### Pin map, run 1

Drawn at 2 px/um. Pins as bars across the die edge, other pins in grey.
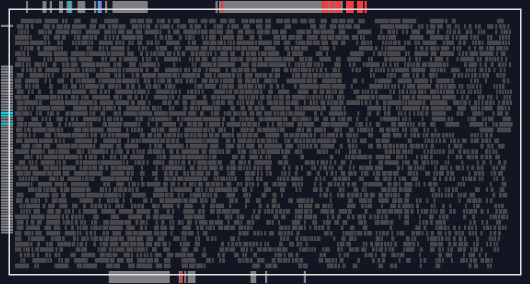
### I/O nets highlighted, run 1

Drawn at 1.5 px/um.
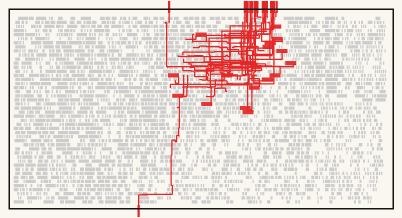
### M2 wires, run 1

Drawn at 2 px/um.
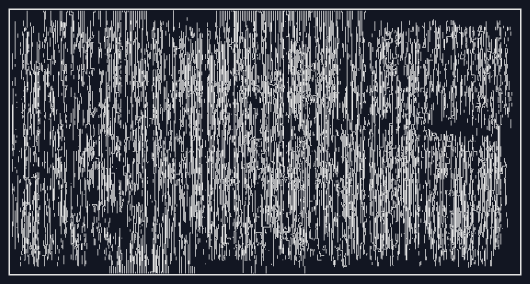
`config.mk`:
```
export PLATFORM = sky130hd
export DESIGN_NAME = execute_stage_mc
export DESIGN_NICKNAME = d
export VERILOG_FILES = /design/src/rtl/exec_pkg.sv /design/src/rtl/execute_stage_mc_seq_multiplier.sv /design/src/rtl/execute_stage_mc.sv
export SDC_FILE = /design/constraint.sdc
export NUM_CORES = 1
export LEC_CHECK = 0
export ABC_AREA = 1
export CAP_MARGIN = 15
export CORE_AREA = 2 2 253 130
export CTS_CLUSTER_DIAMETER = 120
export DETAILED_ROUTE_END_ITERATION = 7
export DIE_AREA = 0 0 255 132
export PLACE_DENSITY_LB_ADDON = 0.2
export RECOVER_POWER = 25
export SLEW_MARGIN = 30
export SYNTH_ARGS = -nofsm -noshare
export SYNTH_HDL_FRONTEND = slang
export SYNTH_HIERARCHICAL = 1
export SYNTH_SLANG_ARGS = --single-unit
export TNS_END_PERCENT = 1
```
`constraint.sdc`:
```
create_clock -name clk -period 3.8 [get_ports clk]
set_clock_uncertainty 0.1 [all_clocks]
set_input_delay 0.57 -clock clk [delete_from_list [all_inputs] [get_ports clk]]
set_output_delay 0.57 -clock clk [all_outputs]
set_load 0.1 [all_outputs]
```
`src/rtl/exec_pkg.sv`:
```
// Shared encodings for the execute stage.
//   - ALU operation codes driven on ALUControlE
//   - branch condition codes driven on BrCondE
//   - forwarding select codes driven on ForwardA_E / ForwardB_E
//   - state type of the iterative multiplier FSM
package exec_pkg;

    localparam logic [2:0] ALU_ADD = 3'b000;
    localparam logic [2:0] ALU_SUB = 3'b001;
    localparam logic [2:0] ALU_AND = 3'b010;
    localparam logic [2:0] ALU_OR  = 3'b011;
    localparam logic [2:0] ALU_XOR = 3'b100;
    localparam logic [2:0] ALU_SLT = 3'b101;
    localparam logic [2:0] ALU_SLL = 3'b110;
    localparam logic [2:0] ALU_SRL = 3'b111;

    localparam logic [1:0] BR_EQ = 2'b00;
    localparam logic [1:0] BR_NE = 2'b01;
    localparam logic [1:0] BR_LT = 2'b10;
    localparam logic [1:0] BR_GE = 2'b11;

    localparam logic [1:0] FWD_REG     = 2'b00;
    localparam logic [1:0] FWD_RESW    = 2'b01;
    localparam logic [1:0] FWD_ALUM    = 2'b10;
    localparam logic [1:0] FWD_REG_ALT = 2'b11;

    typedef enum logic [1:0] {
        ST_IDLE = 2'd0,
        ST_MUL  = 2'd1,
        ST_DONE = 2'd2
    } mul_state_t;

endpackage

```
`src/rtl/execute_stage_mc_seq_multiplier.sv`:
```
// Iterative unsigned shift-add multiplier, one partial product per cycle.
// Ports:
//   clk, rst    clock / synchronous active-high reset
//   i_start     begin a multiply (only honoured in IDLE); operands sampled then
//   i_abort     drop the multiply in MUL or DONE, return to IDLE next edge
//   i_hold      downstream stall: keeps the FSM in DONE
//   i_a, i_b    multiplicand / multiplier
//   o_busy      upstream stall request
//   o_done      product is final (DONE state)
//   o_product   low DATA_W bits of i_a * i_b
//   o_state     FSM state, for observation
// Handshake: o_busy is combinational; while it is high the producer must keep
// the instruction in E unchanged. The product is consumed on the DONE edge
// where i_hold is low, which is also the first cycle o_busy is low.
module seq_multiplier
    import exec_pkg::*;
#(
    parameter int DATA_W = 18
) (
    input  logic              clk,
    input  logic              rst,
    input  logic              i_start,
    input  logic              i_abort,
    input  logic              i_hold,
    input  logic [DATA_W-1:0] i_a,
    input  logic [DATA_W-1:0] i_b,
    output logic              o_busy,
    output logic              o_done,
    output logic [DATA_W-1:0] o_product,
    output mul_state_t        o_state
);

    localparam int CNT_W = $clog2(DATA_W + 1);

    mul_state_t        r_state;
    mul_state_t        w_state_next;
    logic [DATA_W-1:0] r_mcand;
    logic [DATA_W-1:0] r_mplier;
    logic [DATA_W-1:0] r_acc;
    logic [CNT_W-1:0]  r_count;

    always_ff @(posedge clk) begin
        if (rst) begin
            r_state <= ST_IDLE;
        end else begin
            r_state <= w_state_next;
        end
    end

    always_comb begin
        w_state_next = r_state;
        o_busy       = 1'b0;
        o_done       = 1'b0;
        case (r_state)
            ST_IDLE: begin
                o_busy = i_start;
                if (i_start) begin
                    w_state_next = ST_MUL;
                end
            end
            ST_MUL: begin
                o_busy = 1'b1;
                if (i_abort) begin
                    w_state_next = ST_IDLE;
                end else if (r_count == CNT_W'(1)) begin
                    // This edge performs the last of the DATA_W steps.
                    w_state_next = ST_DONE;
                end
            end
            ST_DONE: begin
                o_done = 1'b1;
                o_busy = i_hold;
                if (i_abort || !i_hold) begin
                    w_state_next = ST_IDLE;
                end
            end
            default: begin
                w_state_next = ST_IDLE;
            end
        endcase
    end

    // Shift-add datapath: the multiplicand moves left, the multiplier moves
    // right, and bit 0 of the multiplier gates the accumulate.
    always_ff @(posedge clk) begin
        if (rst) begin
            r_mcand  <= '0;
            r_mplier <= '0;
            r_acc    <= '0;
            r_count  <= '0;
        end else begin
            case (r_state)
                ST_IDLE: begin
                    if (i_start) begin
                        r_mcand  <= i_a;
                        r_mplier <= i_b;
                        r_acc    <= '0;
                        r_count  <= CNT_W'(DATA_W);
                    end
                end
                ST_MUL: begin
                    if (!i_abort) begin
                        if (r_mplier[0]) begin
                            r_acc <= r_acc + r_mcand;
                        end
                        r_mcand  <= r_mcand << 1;
                        r_mplier <= r_mplier >> 1;
                        r_count  <= r_count - CNT_W'(1);
                    end
                end
                default: begin
                end
            endcase
        end
    end

    assign o_product = r_acc;
    assign o_state   = r_state;

endmodule

```
`src/rtl/execute_stage_mc.sv`:
```
// Execute stage with operand forwarding, ALU, branch resolution, an iterative
// multiplier and the E/M pipeline register.
// Ports:
//   clk, rst                         clock / synchronous active-high reset
//   ValidE, RegWriteE, MemWriteE,
//   ResultSrcE, BranchE, BrCondE,
//   MulE, ALUSrcE, ALUControlE       decoded controls of the instruction in E
//   RD1_E, RD2_E, Imm_Ext_E,
//   PCE, PCPlus4E, RD_E, AuxE        operands, PC values, destination, sideband
//   ResultW                          writeback value for forwarding
//   ForwardA_E, ForwardB_E           forwarding selects
//   HoldM, FlushE                    hazard-unit hold of E/M, kill of E
//   StallE                           multiplier busy, hold E upstream
//   PCSrcE, PCTargetE                branch taken / branch target
//   ValidM..AuxM                     E/M register contents
// Handshake: StallE is a combinational ready-low; while it is high the
// instruction in E must be presented unchanged. A multiply leaves E on the
// edge where StallE is low.
module execute_stage_mc
    import exec_pkg::*;
#(
    parameter int DATA_W = 18,
    parameter int REG_AW = 5,
    parameter int AUX_W  = 2
) (
    input  logic              clk,
    input  logic              rst,
    input  logic              ValidE,
    input  logic              RegWriteE,
    input  logic              MemWriteE,
    input  logic              ResultSrcE,
    input  logic              BranchE,
    input  logic [1:0]        BrCondE,
    input  logic              MulE,
    input  logic              ALUSrcE,
    input  logic [2:0]        ALUControlE,
    input  logic [DATA_W-1:0] RD1_E,
    input  logic [DATA_W-1:0] RD2_E,
    input  logic [DATA_W-1:0] Imm_Ext_E,
    input  logic [DATA_W-1:0] PCE,
    input  logic [DATA_W-1:0] PCPlus4E,
    input  logic [DATA_W-1:0] ResultW,
    input  logic [REG_AW-1:0] RD_E,
    input  logic [AUX_W-1:0]  AuxE,
    input  logic [1:0]        ForwardA_E,
    input  logic [1:0]        ForwardB_E,
    input  logic              HoldM,
    input  logic              FlushE,
    output logic              StallE,
    output logic              PCSrcE,
    output logic [DATA_W-1:0] PCTargetE,
    output logic              ValidM,
    output logic              RegWriteM,
    output logic              MemWriteM,
    output logic              ResultSrcM,
    output logic [REG_AW-1:0] RD_M,
    output logic [DATA_W-1:0] ALU_ResultM,
    output logic [DATA_W-1:0] WriteDataM,
    output logic [DATA_W-1:0] PCPlus4M,
    output logic [AUX_W-1:0]  AuxM
);

    logic [DATA_W-1:0] w_a;
    logic [DATA_W-1:0] w_bf;
    logic [DATA_W-1:0] w_b;
    logic [DATA_W-1:0] w_alu;
    logic [4:0]        w_shamt;
    logic              w_lt_ab;
    logic              w_cond;
    logic              w_mul_start;
    logic              w_mul_busy;
    logic              w_mul_done;
    logic [DATA_W-1:0] w_product;
    mul_state_t        w_state;
    logic              w_bubble;

    // Controls of the multiply, captured on its start edge.
    logic              r_cap_regwrite;
    logic              r_cap_memwrite;
    logic              r_cap_resultsrc;
    logic [REG_AW-1:0] r_cap_rd;
    logic [AUX_W-1:0]  r_cap_aux;
    logic [DATA_W-1:0] r_cap_pcplus4;
    logic [DATA_W-1:0] r_cap_wdata;

    always_comb begin
        w_a = RD1_E;
        case (ForwardA_E)
            FWD_RESW: w_a = ResultW;
            FWD_ALUM: w_a = ALU_ResultM;
            default:  w_a = RD1_E;
        endcase
    end

    always_comb begin
        w_bf = RD2_E;
        case (ForwardB_E)
            FWD_RESW: w_bf = ResultW;
            FWD_ALUM: w_bf = ALU_ResultM;
            default:  w_bf = RD2_E;
        endcase
    end

    assign w_b     = ALUSrcE ? Imm_Ext_E : w_bf;
    assign w_shamt = w_b[4:0];
    assign w_lt_ab = $signed(w_a) < $signed(w_b);

    always_comb begin
        w_alu = '0;
        case (ALUControlE)
            ALU_ADD: w_alu = w_a + w_b;
            ALU_SUB: w_alu = w_a - w_b;
            ALU_AND: w_alu = w_a & w_b;
            ALU_OR:  w_alu = w_a | w_b;
            ALU_XOR: w_alu = w_a ^ w_b;
            ALU_SLT: w_alu = {{(DATA_W-1){1'b0}}, w_lt_ab};
            ALU_SLL: w_alu = w_a << w_shamt;
            ALU_SRL: w_alu = w_a >> w_shamt;
            default: w_alu = '0;
        endcase
    end

    // Branch compare always uses the forwarded register operand, never the
    // immediate.
    always_comb begin
        w_cond = 1'b0;
        case (BrCondE)
            BR_EQ:   w_cond = (w_a == w_bf);
            BR_NE:   w_cond = (w_a != w_bf);
            BR_LT:   w_cond = $signed(w_a) < $signed(w_bf);
            BR_GE:   w_cond = !($signed(w_a) < $signed(w_bf));
            default: w_cond = 1'b0;
        endcase
    end

    assign PCTargetE = PCE + Imm_Ext_E;
    assign PCSrcE    = ValidE & BranchE & w_cond & !FlushE & (w_state == ST_IDLE);

    assign w_mul_start = ValidE & MulE & !FlushE & (w_state == ST_IDLE);

    seq_multiplier #(
        .DATA_W (DATA_W)
    ) u_mul (
        .clk       (clk),
        .rst       (rst),
        .i_start   (w_mul_start),
        .i_abort   (FlushE),
        .i_hold    (HoldM),
        .i_a       (w_a),
        .i_b       (w_bf),
        .o_busy    (w_mul_busy),
        .o_done    (w_mul_done),
        .o_product (w_product),
        .o_state   (w_state)
    );

    assign StallE = w_mul_busy;

    always_ff @(posedge clk) begin
        if (rst) begin
            r_cap_regwrite  <= 1'b0;
            r_cap_memwrite  <= 1'b0;
            r_cap_resultsrc <= 1'b0;
            r_cap_rd        <= '0;
            r_cap_aux       <= '0;
            r_cap_pcplus4   <= '0;
            r_cap_wdata     <= '0;
        end else if (w_mul_start) begin
            r_cap_regwrite  <= RegWriteE;
            r_cap_memwrite  <= MemWriteE;
            r_cap_resultsrc <= ResultSrcE;
            r_cap_rd        <= RD_E;
            r_cap_aux       <= AuxE;
            r_cap_pcplus4   <= PCPlus4E;
            r_cap_wdata     <= w_bf;
        end
    end

    // The start cycle of a multiply also bubbles: the product is not ready.
    assign w_bubble = FlushE | !ValidE | (w_state == ST_MUL) | w_mul_start;

    // E/M register: reset, then hold, then bubble, then load.
    always_ff @(posedge clk) begin
        if (rst) begin
            ValidM      <= 1'b0;
            RegWriteM   <= 1'b0;
            MemWriteM   <= 1'b0;
            ResultSrcM  <= 1'b0;
            RD_M        <= '0;
            ALU_ResultM <= '0;
            WriteDataM  <= '0;
            PCPlus4M    <= '0;
            AuxM        <= '0;
        end else if (!HoldM) begin
            if (w_bubble) begin
                // Data fields keep their old value; only the controls die.
                ValidM    <= 1'b0;
                RegWriteM <= 1'b0;
                MemWriteM <= 1'b0;
            end else if (w_mul_done) begin
                ValidM      <= 1'b1;
                RegWriteM   <= r_cap_regwrite;
                MemWriteM   <= r_cap_memwrite;
                ResultSrcM  <= r_cap_resultsrc;
                RD_M        <= r_cap_rd;
                ALU_ResultM <= w_product;
                WriteDataM  <= r_cap_wdata;
                PCPlus4M    <= r_cap_pcplus4;
                AuxM        <= r_cap_aux;
            end else begin
                ValidM      <= 1'b1;
                RegWriteM   <= RegWriteE;
                MemWriteM   <= MemWriteE;
                ResultSrcM  <= ResultSrcE;
                RD_M        <= RD_E;
                ALU_ResultM <= w_alu;
                WriteDataM  <= w_bf;
                PCPlus4M    <= PCPlus4E;
                AuxM        <= AuxE;
            end
        end
    end

endmodule

```
==> out/results.ini, run 1 <==
[clock_network]
clockRootBuffer=clkbuf_16
cts.sinks=172
cts_buffers=17
cts_htree_levels=4
clk_path_buf_depth=2
clkTransAtPathRegs_ns=0.08
cts_setup_buffers=46
holdBufCountCts=0
cts-resized-gates=210
cts_tree=yes
clock_latency_ns=0.46

[synth]
synth_top_flop_cell=dfxtp_1
yosysWarnings=6
ys_async_sr_fraction_pct=0
top_area_cell=dfxtp_1
synth_cells=2336
ys_sh_simple_pct=32.8
ys_seq_share_pct=23.6
ys_ff=172
synth_top_area_share_pct=23.6
avgSynthCellArea_um2=6.25
top_cell=nand2_1
aoi_share_pct=22.5
synth_area_mm2=0.0146
edf_count=0
syn_nets=2588
yosys.area_share.xor_xnor_pct=1.56
synth_cell_types=64
common_cells=nand2_1 (648), o21ai_0 (202), inv_1 (194)
muxShareOfSynthArea_pct=0

[floorplan]
core_mm2=0.0314
ios=220
rows=46
taps=432
fp.dieH_um=132
fp.dieW_um=255
die_area_mm2=0.0337
fp-utilization_pct=46.5

[layout]
num-multi-input-gates=1833
n_clock_buffer=17
final_util_pct=68.6
finalInstanceArea_mm2=0.0215
layout_top_cells=nand2_1 (630), buf_4 (382), clkdlybuf4s50_1 (181)
bufAreaShareNonClock_pct=25.5
drive_gt1_share_pct=23.8
flops=172
fillers=2821
diodes=3
area_delta_synth_final_pct=47.4
n_all_buffers=621
lay_top_count=nand2_1
final_cells=3312
seq_area_mm2=0.00344
fin_nets=3116
logic_area_mm2=0.0105
clkCellAreaFrac_pct=2.96
inverters_excl_clock=219
seq_share_pct=16.0

[global_route]
use_met3_pct=8.79
grt-ovfl-total=0
use_met1_pct=55.3
grt_max_degree=74
first_global_vias=17300
grtUsageTotal_pct=39.3
grt_pass1_wl_um=101000
antenna_found_initial=6

[power]
powerClk_mw=1.91
power_density_mw_per_mm2=375
power_frac_clock_pct=23.7
vdd_drop_max_mv=0.310
combinationalPower_mw=4.19
p_total_mw=8.06
switchingPower_mw=3.55
p_sw_share_pct=44.0
power.internal_mw=4.51
seqPwrFrac_pct=24.4
combPwrFrac_pct=51.9
power_leakage_nw=9.97

[detailed_routing]
drt-vias-per-instance=5.70
wl_per_cell_um=20.3
wl_met2_um=27700
dr_total_vias=18900
highest_layer=met5
drc=0
dr.first_iter.drc_count=2431
wl_met3_um=7710
drt-met1-wl_um=28900
final_antenna_net_count=0
dr.pass1.iters=8

[min_path]
hold_start=MemWriteM$_SDFFE_PP0N_
hp-class=register to register

[sta]
rsz0062_at_grt=true
worst_hold_slack_ns=0.364
tightest_slew_ns=1.48
timing.fmax_ghz=0.257
fin_setup_tns_ns=-0.118
drv_slew=0
timing.final.hold_violations=0
setup_viol=2
period_minus_slack_ns=3.90
setup_slack_ns=-0.0985
layout_worst_path_cycle_share_pct=103

[setup_path]
crit_family=simple AND/OR/NAND/NOR gates
criticalPathCategory=primary input to primary output
endpoint_kind=primary output
cp_num_buf_inv=7
r2r-start=ALU_ResultM[17]$_SDFFE_PP0P_
slowest_delay_ns=0.40
required_ns=3.13
cp-startpoint=ForwardA_E[0]
slowest_stage=or3b_4
cp_cell_sequence=buf_6, inv_2, ha_4, inv_8, buf_16, or2_4, nand2_4, inv_2, ha_4, nand4_1, inv_2, nand2_2, nor3_4, nor2_1, or3b_4, a21oi_4, buf_12
critical_path.max_fanout=8
crit_arrival_ns=3.23

[run]
drv_cap=0
warning_count=69

[placement]
dp.cells=3233
portBuffers=219
place_area_mm2=0.0197
place_congestion=1.05
hpwl_um=51800

[status]
violations=setup timing
status=finished with violations

## Picture notes: 'Pin map'
colour	port	pins	direction	edge
cyan	RD_M	5	output	3 left, 2 top
purple	RegWriteE	1	input	top
red	ALU_ResultM	18	output	17 top, 1 bottom

## Picture notes: 'I/O nets highlighted'
colour	port	bits	direction	edge	end cells	wire
red	ALU_ResultM	18	output	17 top, 1 bottom	18	2290 um

## Picture notes: 'M2 wires'
nets with wire on the layer	2538
share of all routed wire	41%
longest straight run	71.2 um
main direction	vertical
wire length on this layer	27.7 mm

-- run 1: flip-flops by register name, indices dropped and copies added, names as in the netlist, 2 cells and up --
signal / count
ALU_ResultM: 18
PCPlus4M: 18
WriteDataM: 18
r_cap_pcplus4: 18
r_cap_wdata: 18
u_mul/o_product: 18
u_mul/r_mcand: 18
u_mul/r_mplier: 18
RD_M: 5
r_cap_rd: 5
u_mul/r_count: 5
AuxM: 2
r_cap_aux: 2
u_mul/o_state: 2
-- run 1: worst paths after layout --
path	slack, ns	end	cells past startpoint
setup / recovery	-0.1	PCSrcE	17
hold / removal	0.36	MemWriteM$_SDFFE_PP0N_	2
setup reg to reg	0.18	ALU_ResultM[8]$_SDFFE_PP0P_	28
hold reg to reg	0.36	MemWriteM$_SDFFE_PP0N_	2
### Metal layers overlaid, run 1

Drawn at 1.5 px/um. Only two layers are drawn.
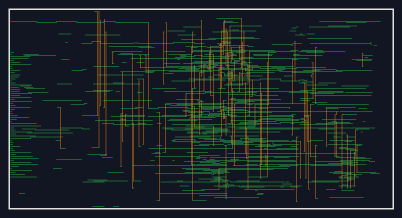

--- run 2 (diff from run 1) ---
GPL_TIMING_DRIVEN = 0   (was default)
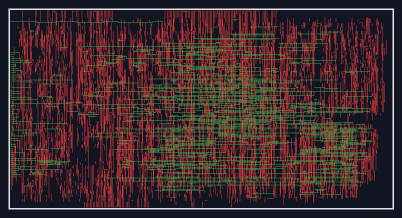
*Metal layers overlaid, run 2*
Drawn at 1.5 px/um. Only two layers are drawn.
colour	layer	wire length
red	M2	27.8 mm
green	M3	8770 um

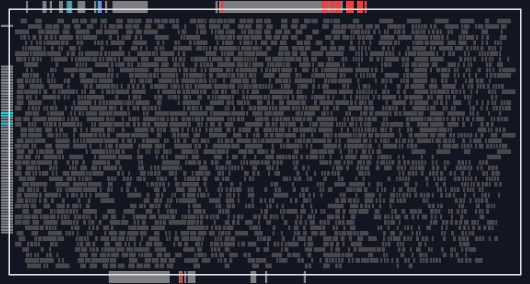
*Pin map, run 2*
Drawn at 2 px/um. Pins as bars across the die edge, other pins in grey.
colour	port	pins	direction	edge
red	ALU_ResultM	18	output	17 top, 1 bottom
cyan	RD_M	5	output	3 left, 2 top
purple	RegWriteE	1	input	top
all pins by edge	112 top, 63 left, 45 bottom

==> run 2 against run 1 <==
  * The run still ends with setup timing left
  * Power shrank 5.7%
  * Count of clock-buffer cells in the layout did not move
  * Die size stayed put
==> out/results.ini, run 2 <==
[global_route]
use_met1_pct=55.8  ; +0.46 points
grt_pass1_wl_um=99500  ; -1.6%
use_met3_pct=11.5  ; +2.7 points
grt_max_degree=23  ; -69%

[sta]
drv_slew=0  ; unchanged
period_minus_slack_ns=4.07  ; +0.176 ns
worst_hold_slack_ns=0.369  ; +0.00579 ns
rsz0062_at_grt=true
setup_slack_ns=-0.274  ; -0.176 ns
timing.fmax_ghz=0.245  ; -4.3%
tightest_slew_ns=1.28  ; -0.192 ns
setup_viol=10  ; +8

[synth]
synth_cell_types=64  ; unchanged
ys_seq_share_pct=23.6  ; unchanged
synth_cells=2336  ; unchanged
aoi_share_pct=22.5  ; unchanged
ys_async_sr_fraction_pct=0  ; unchanged
yosysWarnings=6  ; unchanged
synth_area_mm2=0.0146  ; unchanged
common_cells=nand2_1 (648), o21ai_0 (202), inv_1 (194)

[clock_network]
cts.sinks=172  ; unchanged
clock_latency_ns=0.46  ; about the same
clk_path_buf_depth=2  ; unchanged
clkTransAtPathRegs_ns=0.09  ; about the same

[detailed_routing]
drc=0  ; unchanged
dr.first_iter.drc_count=2293  ; -5.7%
wl_per_cell_um=22.0  ; +8.3%
final_antenna_net_count=0  ; unchanged
wl_met3_um=8770  ; +14%
dr.pass1.iters=8  ; unchanged
dr_total_vias=18100  ; -4.2%

[power]
vdd_drop_max_mv=0.395  ; +28%
combPwrFrac_pct=49.0  ; -2.9 points
power_density_mw_per_mm2=384  ; +2.4%

[layout]
lay_top_count=nand2_1
clkCellAreaFrac_pct=3.23  ; +0.28 points
area_delta_synth_final_pct=35.8
final_util_pct=63.1  ; -5.4 points
layout_top_cells=nand2_1 (634), clkdlybuf4s50_1 (183), a21oi_1 (173)
drive_gt1_share_pct=16.1  ; -7.7 points
inverters_excl_clock=220  ; +0.46%
n_all_buffers=392  ; -37%
bufAreaShareNonClock_pct=17.2  ; -8.3 points

[status]
status=finished with violations
violations=setup timing

[placement]
portBuffers=218  ; -0.46%
hpwl_um=52700  ; +1.7%
place_area_mm2=0.0173  ; -12%

[floorplan]
fp.dieW_um=255  ; unchanged
fp-utilization_pct=46.5  ; unchanged
rows=46  ; unchanged

[min_path]
hp-class=register to register

[run]
drv_cap=0  ; unchanged

[setup_path]
required_ns=3.13  ; about the same
crit_arrival_ns=3.40  ; +0.17 ns
slowest_stage=clkdlybuf4s50_1
endpoint_kind=primary output
criticalPathCategory=primary input to primary output
cp_num_buf_inv=4  ; -3
cp_cell_sequence=clkdlybuf4s50_1, or2_2, nand2_1, inv_2, ha_1, nand4_1, inv_1, nand2_1, nor3_2, nor2_1, or3b_4, a21oi_4, buf_12

==> run 2: final timing paths <==
path / to / from / cells past startpoint
max: PCSrcE / RD1_E[15] / 13
min: RegWriteM$_SDFFE_PP0N_ / RegWriteM$_SDFFE_PP0N_ / 2
max reg2reg: ALU_ResultM[8]$_SDFFE_PP0P_ / ALU_ResultM[3]$_SDFFE_PP0P_ / 20
min reg2reg: RegWriteM$_SDFFE_PP0N_ / RegWriteM$_SDFFE_PP0N_ / 2
==> run 2: repair_timing <==
| item | in CTS | in global routing |
|---|---|---|
| setup endpoints to repair | 89 | 31 |
| resized | 301 | 145 |
| gates cloned | 3 | 1 |
| pin swaps | 18 | 50 |
| setup buffers | 23 | 40 |
Power and IR drop assume default switching activity.
